**config.mk**
```make
export PLATFORM = sky130hd
export DESIGN_NAME = exp_norm_flat
export DESIGN_NICKNAME = d
export VERILOG_FILES = /design/src/rtl/hss_fixed_pkg.sv /design/src/rtl/exp_norm_if.sv /design/src/rtl/udiv_restoring.sv /design/src/rtl/exp_norm.sv /design/src/flat_wrapper.sv
export SDC_FILE = /design/constraint.sdc
export NUM_CORES = 1
export LEC_CHECK = 0
export CAP_MARGIN = 0
export CORE_MARGIN = 1
export CORE_UTILIZATION = 25
export DETAILED_ROUTE_END_ITERATION = 6
export GPL_ROUTABILITY_DRIVEN = 0
export MAX_ROUTING_LAYER = met4
export PLACE_DENSITY = 0.41
export SYNTH_ARGS = -nofsm -noshare
export SYNTH_HDL_FRONTEND = slang
export SYNTH_SLANG_ARGS = --single-unit
```
**constraint.sdc**
```tcl
create_clock -name CLK -period 3.5 [get_ports CLK]
set_input_delay 0.525 -clock CLK [delete_from_list [all_inputs] [get_ports CLK]]
set_output_delay 0.525 -clock CLK [all_outputs]
set_load 0.02 [all_outputs]
```
**src/rtl/hss_fixed_pkg.sv**
```systemverilog
// Fixed-point constants and helpers shared across the HSS pipeline.
// Q_FRAC/DATA_W/PROB_W formats, normalizer FSM states, clog2.
package hss_fixed_pkg;

  localparam int Q_FRAC = 10;
  localparam int DATA_W = 16;
  localparam int PROB_W = 11;
  localparam int MAG_W  = DATA_W - 1;

  // EMIT is not a separate state: it is the DIVIDE cycle
  // in which the divider reports done (or the sum is zero).
  typedef enum logic {
    COLLECT,
    DIVIDE
  } norm_state_e;

  function automatic int clog2(input int v);
    int r;
    r = 0;
    while ((1 << r) < v) r++;
    return r;
  endfunction

endpackage

```
**src/rtl/exp_norm_if.sv**
```systemverilog
// Sample-in / probability-out bundle of the exp normalizer.
// in_data/in_valid/in_ready, out_data/out_valid/out_last/out_zero.
interface exp_norm_if;
  import hss_fixed_pkg::*;

  logic signed [DATA_W-1:0] in_data;
  logic                     in_valid;
  logic                     in_ready;
  logic [PROB_W-1:0]        out_data;
  logic                     out_valid;
  logic                     out_last;
  logic                     out_zero;

  modport master (
    output in_data, in_valid,
    input  in_ready, out_data, out_valid,
    input  out_last, out_zero
  );

  modport slave (
    input  in_data, in_valid,
    output in_ready, out_data, out_valid,
    output out_last, out_zero
  );

endinterface

```
**src/rtl/udiv_restoring.sv**
```systemverilog
// Serial restoring divider, one quotient bit per cycle.
// start/busy/done handshake, dividend, divisor, quotient.
module udiv_restoring
  import hss_fixed_pkg::*;
#(
  parameter int DVD_W = 25,
  parameter int DVS_W = 17,
  parameter int Q_W   = 11
) (
  input  logic             CLK,
  input  logic             RST,
  input  logic             start,
  input  logic [DVD_W-1:0] dividend,
  input  logic [DVS_W-1:0] divisor,
  output logic             busy,
  output logic             done,
  output logic [Q_W-1:0]   quotient
);

  localparam int CNT_W = clog2(Q_W + 1);

  logic [DVS_W-1:0] rem;
  logic [DVS_W-1:0] dvs;
  logic [Q_W-1:0]   q;
  logic [CNT_W-1:0] cnt;
  logic [DVS_W:0]   trial;
  logic [DVS_W+1:0] diff;
  logic             ge;

  // q holds the unconsumed low dividend bits on its left
  // and collects quotient bits on its right.
  always_comb begin
    trial = {rem, q[Q_W-1]};
    diff  = {1'b0, trial} - {2'b00, dvs};
    ge    = ~diff[DVS_W+1];
  end

  // Only Q_W quotient bits are produced, so the caller
  // guarantees dividend >> Q_W is below the divisor.
  always_ff @(posedge CLK) begin
    if (!RST) begin
      rem  <= '0;
      dvs  <= '0;
      q    <= '0;
      cnt  <= '0;
      busy <= 1'b0;
      done <= 1'b0;
    end else begin
      done <= 1'b0;
      if (start) begin
        rem  <= DVS_W'(dividend >> Q_W);
        q    <= dividend[Q_W-1:0];
        dvs  <= divisor;
        cnt  <= CNT_W'(Q_W);
        busy <= 1'b1;
      end else if (busy) begin
        rem <= ge ? diff[DVS_W-1:0] : trial[DVS_W-1:0];
        q   <= {q[Q_W-2:0], ge};
        cnt <= cnt - CNT_W'(1);
        if (cnt == CNT_W'(1)) begin
          busy <= 1'b0;
          done <= 1'b1;
        end
      end
    end
  end

  assign quotient = q;

endmodule

```
**src/rtl/exp_norm.sv**
```systemverilog
// Softmax normalizer: buffers N_ELEM 5.10 exp values, emits Q0.10 shares.
// CLK, RST (sync, active low), bus (exp_norm_if.slave).
module exp_norm
  import hss_fixed_pkg::*;
#(
  parameter int N_ELEM = 4
) (
  input logic       CLK,
  input logic       RST,
  exp_norm_if.slave bus
);

  localparam int IDX_W = clog2(N_ELEM);
  localparam int SUM_W = MAG_W + IDX_W;
  localparam int DVD_W = MAG_W + Q_FRAC;
  localparam logic [IDX_W-1:0] LAST_IDX = IDX_W'(N_ELEM - 1);

  norm_state_e state, state_nxt;

  logic [MAG_W-1:0]  buf_q [N_ELEM];
  logic [SUM_W-1:0]  sum;
  logic [IDX_W-1:0]  wr_idx, rd_idx, ld_idx;
  logic [MAG_W-1:0]  mag;
  logic [PROB_W-1:0] quot;
  logic              accept, zero, emit, rd_last;
  logic              start, busy, done;

  // Truncated Taylor terms can dip below zero.
  assign mag     = bus.in_data[DATA_W-1] ? '0
                                         : bus.in_data[MAG_W-1:0];
  assign accept  = bus.in_valid && bus.in_ready;
  assign zero    = (sum == '0);
  assign rd_last = (rd_idx == LAST_IDX);
  assign emit    = RST && (state == DIVIDE) && (zero || done);

  // The emit cycle of element k also loads element k+1.
  assign ld_idx = done ? rd_idx + IDX_W'(1) : rd_idx;
  assign start  = (state == DIVIDE) && !zero && !busy &&
                  !(done && rd_last);

  always_ff @(posedge CLK) begin
    if (!RST) state <= COLLECT;
    else      state <= state_nxt;
  end

  always_comb begin
    state_nxt = state;
    unique case (state)
      COLLECT: if (accept && wr_idx == LAST_IDX) state_nxt = DIVIDE;
      DIVIDE:  if (emit && rd_last) state_nxt = COLLECT;
    endcase
  end

  always_comb begin
    bus.in_ready  = 1'b0;
    bus.out_valid = 1'b0;
    bus.out_data  = '0;
    bus.out_last  = 1'b0;
    bus.out_zero  = 1'b0;
    unique case (state)
      COLLECT: bus.in_ready = RST;
      DIVIDE: begin
        bus.out_valid = emit;
        bus.out_data  = (emit && !zero) ? quot : '0;
        bus.out_last  = emit && rd_last;
        bus.out_zero  = emit && zero;
      end
    endcase
  end

  always_ff @(posedge CLK) begin
    if (accept) buf_q[wr_idx] <= mag;
  end

  always_ff @(posedge CLK) begin
    if (!RST) begin
      sum    <= '0;
      wr_idx <= '0;
      rd_idx <= '0;
    end else begin
      if (accept) begin
        sum    <= sum + SUM_W'(mag);
        wr_idx <= (wr_idx == LAST_IDX) ? '0
                                       : wr_idx + IDX_W'(1);
      end
      if (emit) begin
        if (rd_last) begin
          sum    <= '0;
          rd_idx <= '0;
        end else begin
          rd_idx <= rd_idx + IDX_W'(1);
        end
      end
    end
  end

  udiv_restoring #(
    .DVD_W (DVD_W),
    .DVS_W (SUM_W),
    .Q_W   (PROB_W)
  ) u_div (
    .CLK      (CLK),
    .RST      (RST),
    .start    (start),
    .dividend ({buf_q[ld_idx], {Q_FRAC{1'b0}}}),
    .divisor  (sum),
    .busy     (busy),
    .done     (done),
    .quotient (quot)
  );

endmodule

```
**src/flat_wrapper.sv**
```systemverilog
// flat-port wrapper written by rule: the top's interface ports become plain ports
module exp_norm_flat import hss_fixed_pkg::*;
#(
  parameter int N_ELEM = 4
)
  (CLK, RST, bus_in_data, bus_in_valid, bus_in_ready, bus_out_data, bus_out_valid, bus_out_last, bus_out_zero);
  exp_norm_if bus_i ();
  input logic CLK;
  input logic RST;
  input wire logic [$bits(bus_i.in_data)-1:0] bus_in_data;
  input wire logic [$bits(bus_i.in_valid)-1:0] bus_in_valid;
  output wire logic [$bits(bus_i.in_ready)-1:0] bus_in_ready;
  output wire logic [$bits(bus_i.out_data)-1:0] bus_out_data;
  output wire logic [$bits(bus_i.out_valid)-1:0] bus_out_valid;
  output wire logic [$bits(bus_i.out_last)-1:0] bus_out_last;
  output wire logic [$bits(bus_i.out_zero)-1:0] bus_out_zero;
  assign bus_i.in_data = bus_in_data;
  assign bus_i.in_valid = bus_in_valid;
  assign bus_in_ready = bus_i.in_ready;
  assign bus_out_data = bus_i.out_data;
  assign bus_out_valid = bus_i.out_valid;
  assign bus_out_last = bus_i.out_last;
  assign bus_out_zero = bus_i.out_zero;
  exp_norm #(.N_ELEM(N_ELEM)) u_core (.CLK(CLK), .RST(RST), .bus(bus_i));
endmodule
```
### Metal 3, run 1

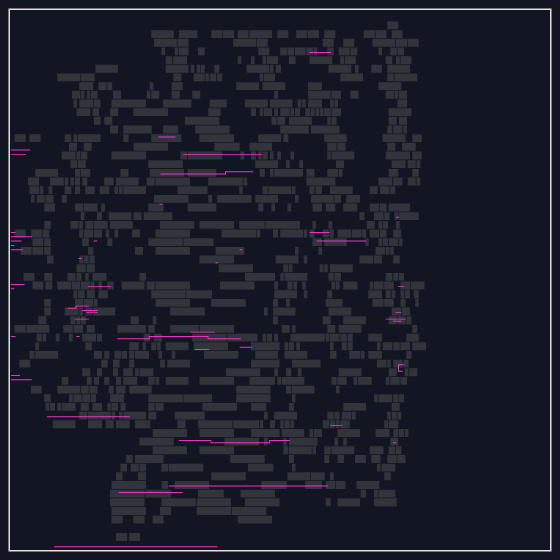
main direction: horizontal
wire length on this layer: 412 um
longest straight run: 50.8 um

### Logic cells by family, run 1

Scale bar: 50 um.
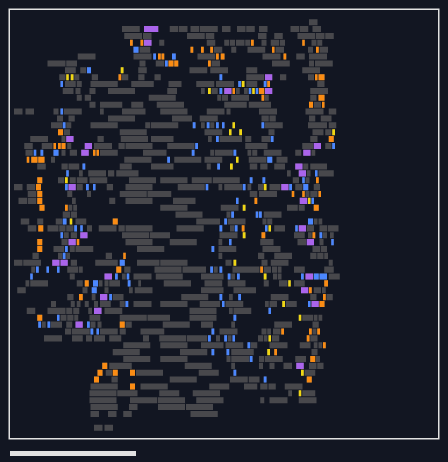
| color | family | cells |
|---|---|---|
| purple | xor and xnor cells | 29 |
| orange | nor cells | 82 |
| yellow | inv cells | 28 |
| blue | nand cells | 106 |

### Clock distribution, run 1

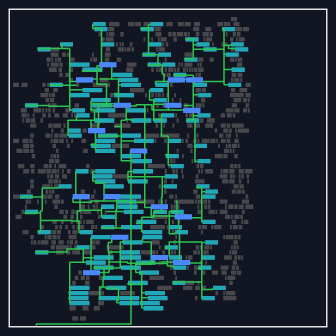
[blue] clock drivers | count: 17
[green] clock wires | length: 1840 um
[cyan] flip-flops | count: 133
routed clock nets: 18

==> results.yml, run 1 <==
# flow metrics
run_status:
  status: "complete, no violations"
cts:
  postCtsSetupBuffers: 0
  cts.reportedPaths.clkPinSlew_ns: 0.06
  h-tree-depth: 4
  hold_buffers: 0
placed_design:
  placedCellCount: 1085
  hpwl_mm: 13.1
  placed_area_sq_um: 7900
sta:
  fin_crit_sh_pct: 89.6
  fin_worst_skew_ns: 0.00946
  rsz0062_at_grt: "false"
  holdWs_ns: 0.454
  tightest_slew_ns: 0.788
  hold_violations: 0
  slew_headroom_pct: 47.5
  setup_violations: 0
  post-route-min-period_ns: 3.14
  setup_slack_ns: 0.365
  fin_tns_setup_ns: 0
  maxSlewViolCount: 0
setup_path:
  worstPathMaxFanout: 4
  critPathRequiredTime_ns: 2.97
  crit_cells: 7
  worstSetupEndpointType: "primary output"
  arrival_ns: 2.61
  cpLargestDelayFamily: "simple AND/OR/NAND/NOR gates"
  cp_num_buf_inv: 2
global_routing:
  antenna_found_initial: 0
  met2_usage_pct: 20.6
  grt_max_degree: 42
  grt_use_met1_pct: 17.0
  grt.busiest_layer: "met2"
synth:
  adder_share_pct: 7.54
  avgSynthCellArea_sq_um: 10.4
  xor_area_share_pct: 3.63
  ys_top_cells_by_area: "edfxtp_1, dfxtp_1, ha_1"
  yosys_warnings: 0
  synth.most_common_cell: "nand2_1"
  synth_top_cell_by_area: "edfxtp_1"
  aoi_share_pct: 16.1
  synthArstFlopShare_pct: 0
  synth.comb.largest_family: "AND-OR/OR-AND gates"
  fp_nets: 734
  yosys_cells: 674
  postSynthSeqShare_pct: 46.6
floorplan:
  core_area_sq_um: 27300
  dieWidth_um: 169
  die_y_um: 169
cells_and_area:
  final_cell_mix: "nand2_1, dfxtp_1, edfxtp_1"
  final_layout_top_logic_cell: "nand2_1"
  top_register: "u_core.buf_q"
  combGateArea_sq_um: 3480
  stdcell_count: 1118
routing:
  via_per_inst: 4.60
  wire_per_inst_um: 15.6
  final_antenna_net_count: 0
  drt_drc_violations_left: 0
  routed-wl-met3_um: 411
  vias: 5145
power:
  p_total_mw: 4.23
hold_path:
  min-delay-start: "u_core.u_div.dvs[10]"
  hold_class: "flip-flop to flip-flop"
[run 1: final cells by class]
| type | count | area share [%] |
|---|---|---|
| multi-input cells | 485 | 40.8 |
| flip-flops and latches | 133 | 38.2 |
| repair buffers | 68 | 6.95 |
| clock buffers | 25 | 6.35 |
| well taps | 372 | 5.45 |
| inverters | 28 | 1.23 |
| clock inverters | 7 | 1.03 |
[run 1: final timing paths]
path	slack, ns	to
setup reg to reg	0.66	u_core.u_div.rem[8]
hold / removal	0.45	u_core.u_div.dvs[10]
hold reg to reg	0.45	u_core.u_div.dvs[10]
setup / recovery	0.36	bus_out_valid
[run 1: where the power goes]
| part | internal, mW | switching (mW) |
|---|---|---|
| Sequential | 1.68 | 0.0344 |
| Clock | 1.21 | 0.644 |
| Combinational | 0.282 | 0.383 |
| Total | 3.17 | 1.06 |
==> run 1 -> run 2 <==
- ABC_AREA: default -> 1
### Logic cells by family, run 2

Scale bar: 50 um.
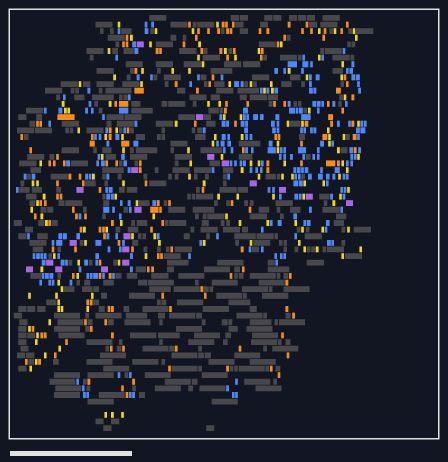
| color | family | cells |
|---|---|---|
| purple | xor and xnor cells | 19 |
| blue | nand cells | 261 |
| yellow | inv cells | 149 |
| orange | nor cells | 172 |

### Congestion heat map, run 2

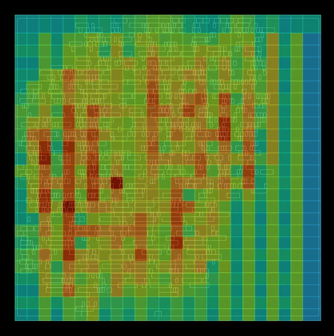
met2 Resource Use GR: 24.6%
final core utilization: 30.2%

### Cell sizes after repair, run 2

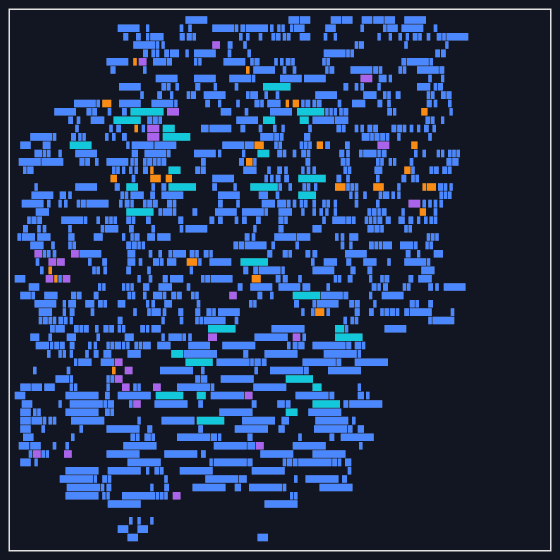
| color | size | cells |
|---|---|---|
| orange | _2 cells | 27 |
| blue | _0 and _1 cells | 967 |
| purple | _3 and _4 cells | 28 |
| cyan | _6 and larger | 31 |

==> run 2 against run 1 <==
Cell area up 5.1%. Combinational power up 62%. Power grew 9.7%. Register-to-register slack better by 0.40 ns. Critical endpoint is now bus_out_data[8]. Highest routed layer unchanged. Worst hold slack improved by 0.012 ns.
==> results.yml, run 2 <==
# flow metrics
cts:
  cts_num_sinks: 133
  cts-buffers-inserted: 17
  clk_path_buf_depth: 2
  insertion_delay_ns: 0.43
  hold_buffers: 0
  postCtsSetupBuffers: 0
  postCtsResizedCells: 0
  cts.reportedPaths.clkPinSlew_ns: 0.06
  cts_root_buffer: "clkbuf_16"
  h-tree-depth: 4
  cts_tree: "built"
synth:
  synth_top_cell_by_area: "edfxtp_1"
  adder_share_pct: 6.98
  yosys_area_sq_um: 7570
  ys_top_cells_by_area: "edfxtp_1, dfxtp_1, nand2_1"
  synthArstFlopShare_pct: 0
  simple_gate_share_pct: 24.6
  aoi_share_pct: 13.5
  fp_nets: 1059
  ff_type: "dfxtp_1"
  yosys_warnings: 0
  netlist.area_leader.share_pct: 23.8
  synthCells: 999
  avgSynthCellArea_sq_um: 7.57
  yosys_cells: 999
  synth.comb.largest_family: "simple AND/OR/NAND/NOR gates"
  synth.most_common_cell: "nand2_1"
  mux_area_share_pct: 0
  postSynthSeqShare_pct: 43.1
  edf_count: 60
  synth-seq-cells: 133
  synthTopCellsByCount: "nand2_1, nor2_1, inv_1, a21oi_1, dfxtp_1"
  yosysUniqueCellTypes: 42
  netlist_area_sq_um: 7570
  xor_area_share_pct: 2.20
setup_path:
  worstSetupEndpointType: "primary output"
  criticalPathCategory: "primary input to primary output"
  cpPeakStageDelay_ns: 0.62
  worstPathMaxFanout: 11
  startpoint_type: "primary input"
  slowest_stage: "clkdlybuf4s50_1"
  cpLargestDelayFamily: "buffers and inverters"
  arrival_ns: 2.69
  cp_num_buf_inv: 2
  critPathRequiredTime_ns: 2.97
  cp_cell_sequence: "clkdlybuf4s50_1 -> nand2_1 -> nor2_1 -> nand2_1 -> nor2_1 -> clkdlybuf4s50_1"
hold_path:
  hold_class: "flip-flop to flip-flop"
routing:
  via_per_inst: 4.40
  routed-wl-met3_um: 562
  routed_wl_mm: 22.7
  drt-pass1-iter-count: 4
  first_iter_violations: 458
  wl_met1_mm: 11.3
  drt_drc_violations_left: 0
  wire_per_inst_um: 15.8
  wl_met2_mm: 10.4
  vias: 6348
  final_antenna_net_count: 0
  top_layer_used: "met4"
global_routing:
  grt-ovfl-total: 0
  track_usage_pct: 15.9
  antenna_found_initial: 0
  grt_max_degree: 45
  grt.busiest_layer: "met2"
  grt_pass1_vias: 6178
  grt_pass1_wl_mm: 35.8
  grt_use_met1_pct: 21.0
  use_met3_pct: 2.26
placed_design:
  placed_area_sq_um: 8370
  placedCellCount: 1411
  io_buffers: 33
  hpwl_mm: 16.9
  post-place-ws_ns: 0.184
sta:
  fin_tns_setup_ns: 0
  holdWs_ns: 0.466
  post-route-min-period_ns: 3.22
  rsz0062_at_grt: "false"
  maxSlewViolCount: 0
  fin_crit_sh_pct: 91.9
  fin_worst_skew_ns: 0.0142
  fmax_ghz: 0.311
  tightest_slew_ns: 0.562
  hold_violations: 0
  setup_violations: 0
  slew_headroom_pct: 62.4
  setup_slack_ns: 0.282
cells_and_area:
  drive_gt1_share_pct: 8.17
  largest_reg_flops: 60
  top_register: "u_core.buf_q"
  area_growth_pct: 18.6
  stdcell_count: 1443
  fillers: 3257
  final_area_sq_um: 8970
  final_cell_mix: "nand2_1, nor2_1, inv_1"
  final_layout_top_logic_cell: "nand2_1"
  nNetsFinal: 1100
  diodes: 0
run:
  maxCapViolCount: 0
  warning_count: 30
floorplan:
  ios: 34
  core_area_sq_um: 29700
  fp_util_pct: 25.5
  rows: 63
  die_y_um: 176
  dieWidth_um: 176
  die_area_sq_um: 31000
power:
  powerSeq_mw: 1.72
  top_power_group: "clock"
  p_clk_share_pct: 39.6
  switching_share_pct: 33.9
  p_per_area_nw_per_um2: 518
  p_leak_nw: 3.88
  clk-power_mw: 1.84
  combPwrFrac_pct: 23.2
  p_sw_mw: 1.57
  p_total_mw: 4.65
  seqPwrFrac_pct: 37.1
  comb-power_mw: 1.08
  cell_internal_pwr_mw: 3.07
  max-vdd-ir-drop_mv: 0.272
run_status:
  status: "complete, no violations"
-- run 2: cell type report --
type                       instances  area [sq um]  share of cell area (%)
inverter                         149           559                    6.23
sequential                       133          3260                    36.4
clock buffer                      17           425                    4.74
clock inverter                    15           176                    1.97
multi-input combinational        686          3580                    39.9
tap                              390           488                    5.44
timing repair buffer              53           480                    5.35
-- run 2: path summary, 6_finish.rpt --
check	start	endpoint	slack, ns	depth (start not counted)
worst min-delay path	u_core.u_div.dvs[11]	u_core.u_div.dvs[11]	0.47	2
worst max-delay path	RST	bus_out_data[8]	0.28	6
worst min register to register	u_core.u_div.dvs[11]	u_core.u_div.dvs[11]	0.47	2
worst max register to register	u_core.u_div.quotient[10]	u_core.u_div.rem[12]	1.06	13
==> run 2 -> run 3 <==
- CTS_CLUSTER_DIAMETER: default -> 120
### Cell sizes after repair, run 3

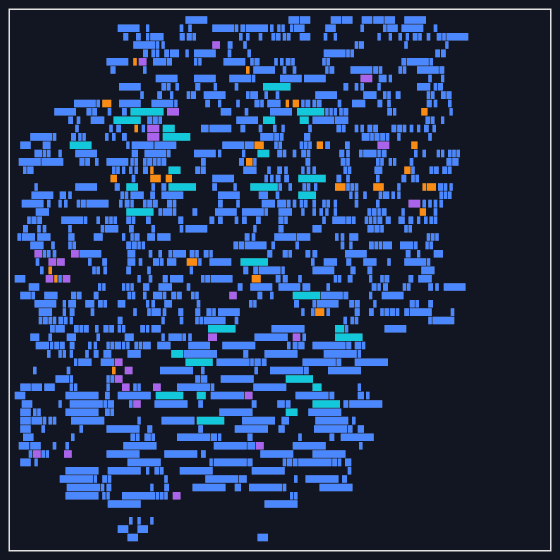
| color | size | cells |
|---|---|---|
| cyan | _6 and larger | 31 |
| orange | _2 cells | 27 |
| blue | _0 and _1 cells | 967 |
| purple | _3 and _4 cells | 28 |

### Congestion heat map, run 3

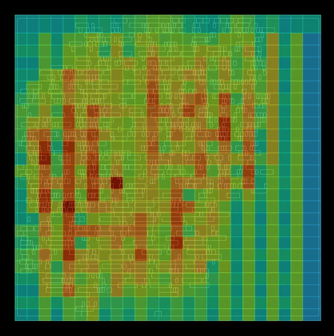
M3 GR Usage: 2.26%
GR Util met1: 21.0%
Avg WL per Cell: 15.8 um

### Metal 3, run 3

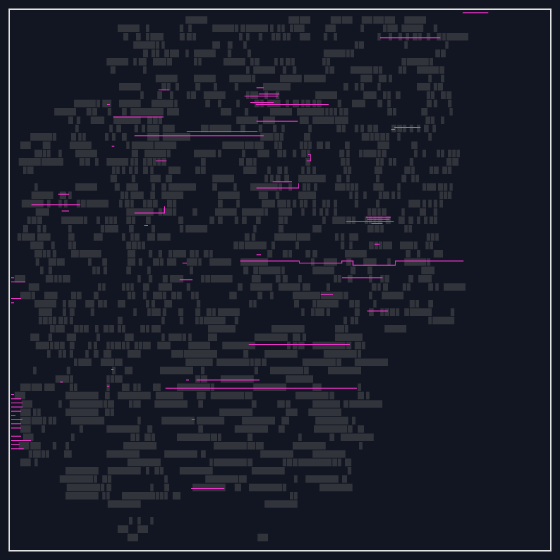
share of all routed wire: 2.5%
longest straight run: 62.1 um
nets with wire on the layer: 47

==> run 3 against run 2 <==
Clock skew unchanged. Sequential power is essentially flat. Largest power group unchanged. Sequential cell count is the same. Sequential share of layout area did not move. Cell count did not move.
==> results.yml, run 3 <==
# flow metrics
setup_path:
  slowest_stage: "clkdlybuf4s50_1"
  criticalPathCategory: "primary input to primary output"
  critPathCapture: "bus_out_data[8]"
  startpoint_type: "primary input"
  worstSetupEndpointType: "primary output"
  r2r_end: "u_core.u_div.rem[12]"
  arrival_ns: 2.69
  critPathRequiredTime_ns: 2.97
  rr_startpoint: "u_core.u_div.quotient[10]"
  cpPeakStageDelay_ns: 0.62
  cp_num_buf_inv: 2
  cp_cell_sequence: "clkdlybuf4s50_1 -> nand2_1 -> nor2_1 -> nand2_1 -> nor2_1 -> clkdlybuf4s50_1"
  worst-r2r-setup-slack_ns: 1.06
  reg2regPathDepth: 13
  cpLargestDelayFamily: "buffers and inverters"
  worstPathMaxFanout: 11
  crit_cells: 6
  critPathLaunch: "RST"
floorplan:
  rows: 63
  fp_util_pct: 25.5
  die_y_um: 176
  ios: 34
  die_area_sq_um: 31000
  dieWidth_um: 176
  core_area_sq_um: 29700
synth:
  synth_top_cell_by_area: "edfxtp_1"
  yosys_cells: 999
  synth.comb.largest_family: "simple AND/OR/NAND/NOR gates"
  synthTopCellsByCount: "nand2_1, nor2_1, inv_1, a21oi_1, dfxtp_1"
  yosys_warnings: 0
  mux_area_share_pct: 0
  fp_nets: 1059
  yosys_area_sq_um: 7570
  synth-seq-cells: 133
  avgSynthCellArea_sq_um: 7.57
  xor_area_share_pct: 2.20
  synth.most_common_cell: "nand2_1"
  ys_top_cells_by_area: "edfxtp_1, dfxtp_1, nand2_1"
  netlist.area_leader.share_pct: 23.8
  yosysUniqueCellTypes: 42
  adder_share_pct: 6.98
  postSynthSeqShare_pct: 43.1
  simple_gate_share_pct: 24.6
  ff_type: "dfxtp_1"
  synthCells: 999
  aoi_share_pct: 13.5
  netlist_area_sq_um: 7570
  synthArstFlopShare_pct: 0
  edf_count: 60
routing:
  final_antenna_net_count: 0
  wl_met2_mm: 10.4
  wl_met1_mm: 11.3
  drt-pass1-iter-count: 4
  first_iter_violations: 458
  via_per_inst: 4.40
  routed_wl_mm: 22.7
  drt_drc_violations_left: 0
  top_layer_used: "met4"
  routed-wl-met3_um: 562
  vias: 6348
sta:
  setup_violations: 0
  tightest_slew_ns: 0.562
  fin_worst_skew_ns: 0.0142
  rsz0062_at_grt: "false"
  fin_tns_setup_ns: 0
  maxSlewViolCount: 0
  fmax_ghz: 0.311
  post-route-min-period_ns: 3.22
  slew_headroom_pct: 62.4
  setup_slack_ns: 0.282
  hold_violations: 0
  fin_crit_sh_pct: 91.9
power:
  seqPwrFrac_pct: 37.1
  p_per_area_nw_per_um2: 518
  cell_internal_pwr_mw: 3.07
  max-vdd-ir-drop_mv: 0.272
  p_leak_nw: 3.88
  combPwrFrac_pct: 23.2
  p_clk_share_pct: 39.6
  comb-power_mw: 1.08
  clk-power_mw: 1.84
  powerSeq_mw: 1.72
  p_sw_mw: 1.57
  switching_share_pct: 33.9
  top_power_group: "clock"
global_routing:
  track_usage_pct: 15.9
  grt.busiest_layer: "met2"
  grt-ovfl-total: 0
  grt_pass1_vias: 6178
  antenna_found_initial: 0
  grt_pass1_wl_mm: 35.8
  grt_max_degree: 45
  met2_usage_pct: 24.6
cts:
  insertion_delay_ns: 0.43
  cts_root_buffer: "clkbuf_16"
  cts_tree: "built"
  postCtsResizedCells: 0
  hold_buffers: 0
  h-tree-depth: 4
  cts_num_sinks: 133
  postCtsSetupBuffers: 0
  cts-buffers-inserted: 17
  cts.reportedPaths.clkPinSlew_ns: 0.06
  clk_path_buf_depth: 2
hold_path:
  hold_depth: 2
  worstHoldEndpoint: "u_core.u_div.dvs[11]"
  hold_class: "flip-flop to flip-flop"
  min-delay-start: "u_core.u_div.dvs[11]"
run_status:
  status: "complete, no violations"
placed_design:
  placedCellCount: 1411
  post-place-ws_ns: 0.184
  io_buffers: 33
  hpwl_mm: 16.9
cells_and_area:
  top_register: "u_core.buf_q"
  final_layout_top_logic_cell: "nand2_1"
  final_cell_mix: "nand2_1, nor2_1, inv_1"
  drive_gt1_share_pct: 8.17
  nNetsFinal: 1100
  fillers: 3257
  final_util_pct: 30.2
  largest_reg_flops: 60
  flop_area_sq_um: 3260
  area_growth_pct: 18.6
  diodes: 0
  combGateArea_sq_um: 3580
  stdcell_count: 1443
run:
  warning_count: 30
  maxCapViolCount: 0
## run 3: cell counts in the layout (fill, tap and decap cells not counted)
Identical to the previous run, type by type.
## run 3: through the flow
stage | hold slack (ns) | power, mW | instance area (sq um)
6_report | 0.466 | 4.65 | 8970
5_1_grt | 0.483 | 4.91 | 8970
4_1_cts | 0.464 | 4.70 | 8970
3_5_place_dp | 0.453 | 2.85 | 8370
3_3_place_gp | 0.448 | 2.85 | 8370
2_1_floorplan | 0.433 | 2.56 | 7570
## run 3: area by class of cell
class | count | area share [%]
tap | 390 | 5.44
sequential | 133 | 36.4
clock buffer | 17 | 4.74
timing repair buffer | 53 | 5.35
clock inverter | 15 | 1.97
multi-input combinational | 686 | 39.9
inverter | 149 | 6.23
No activity file was given, so power comes from the tool's default toggle rates.
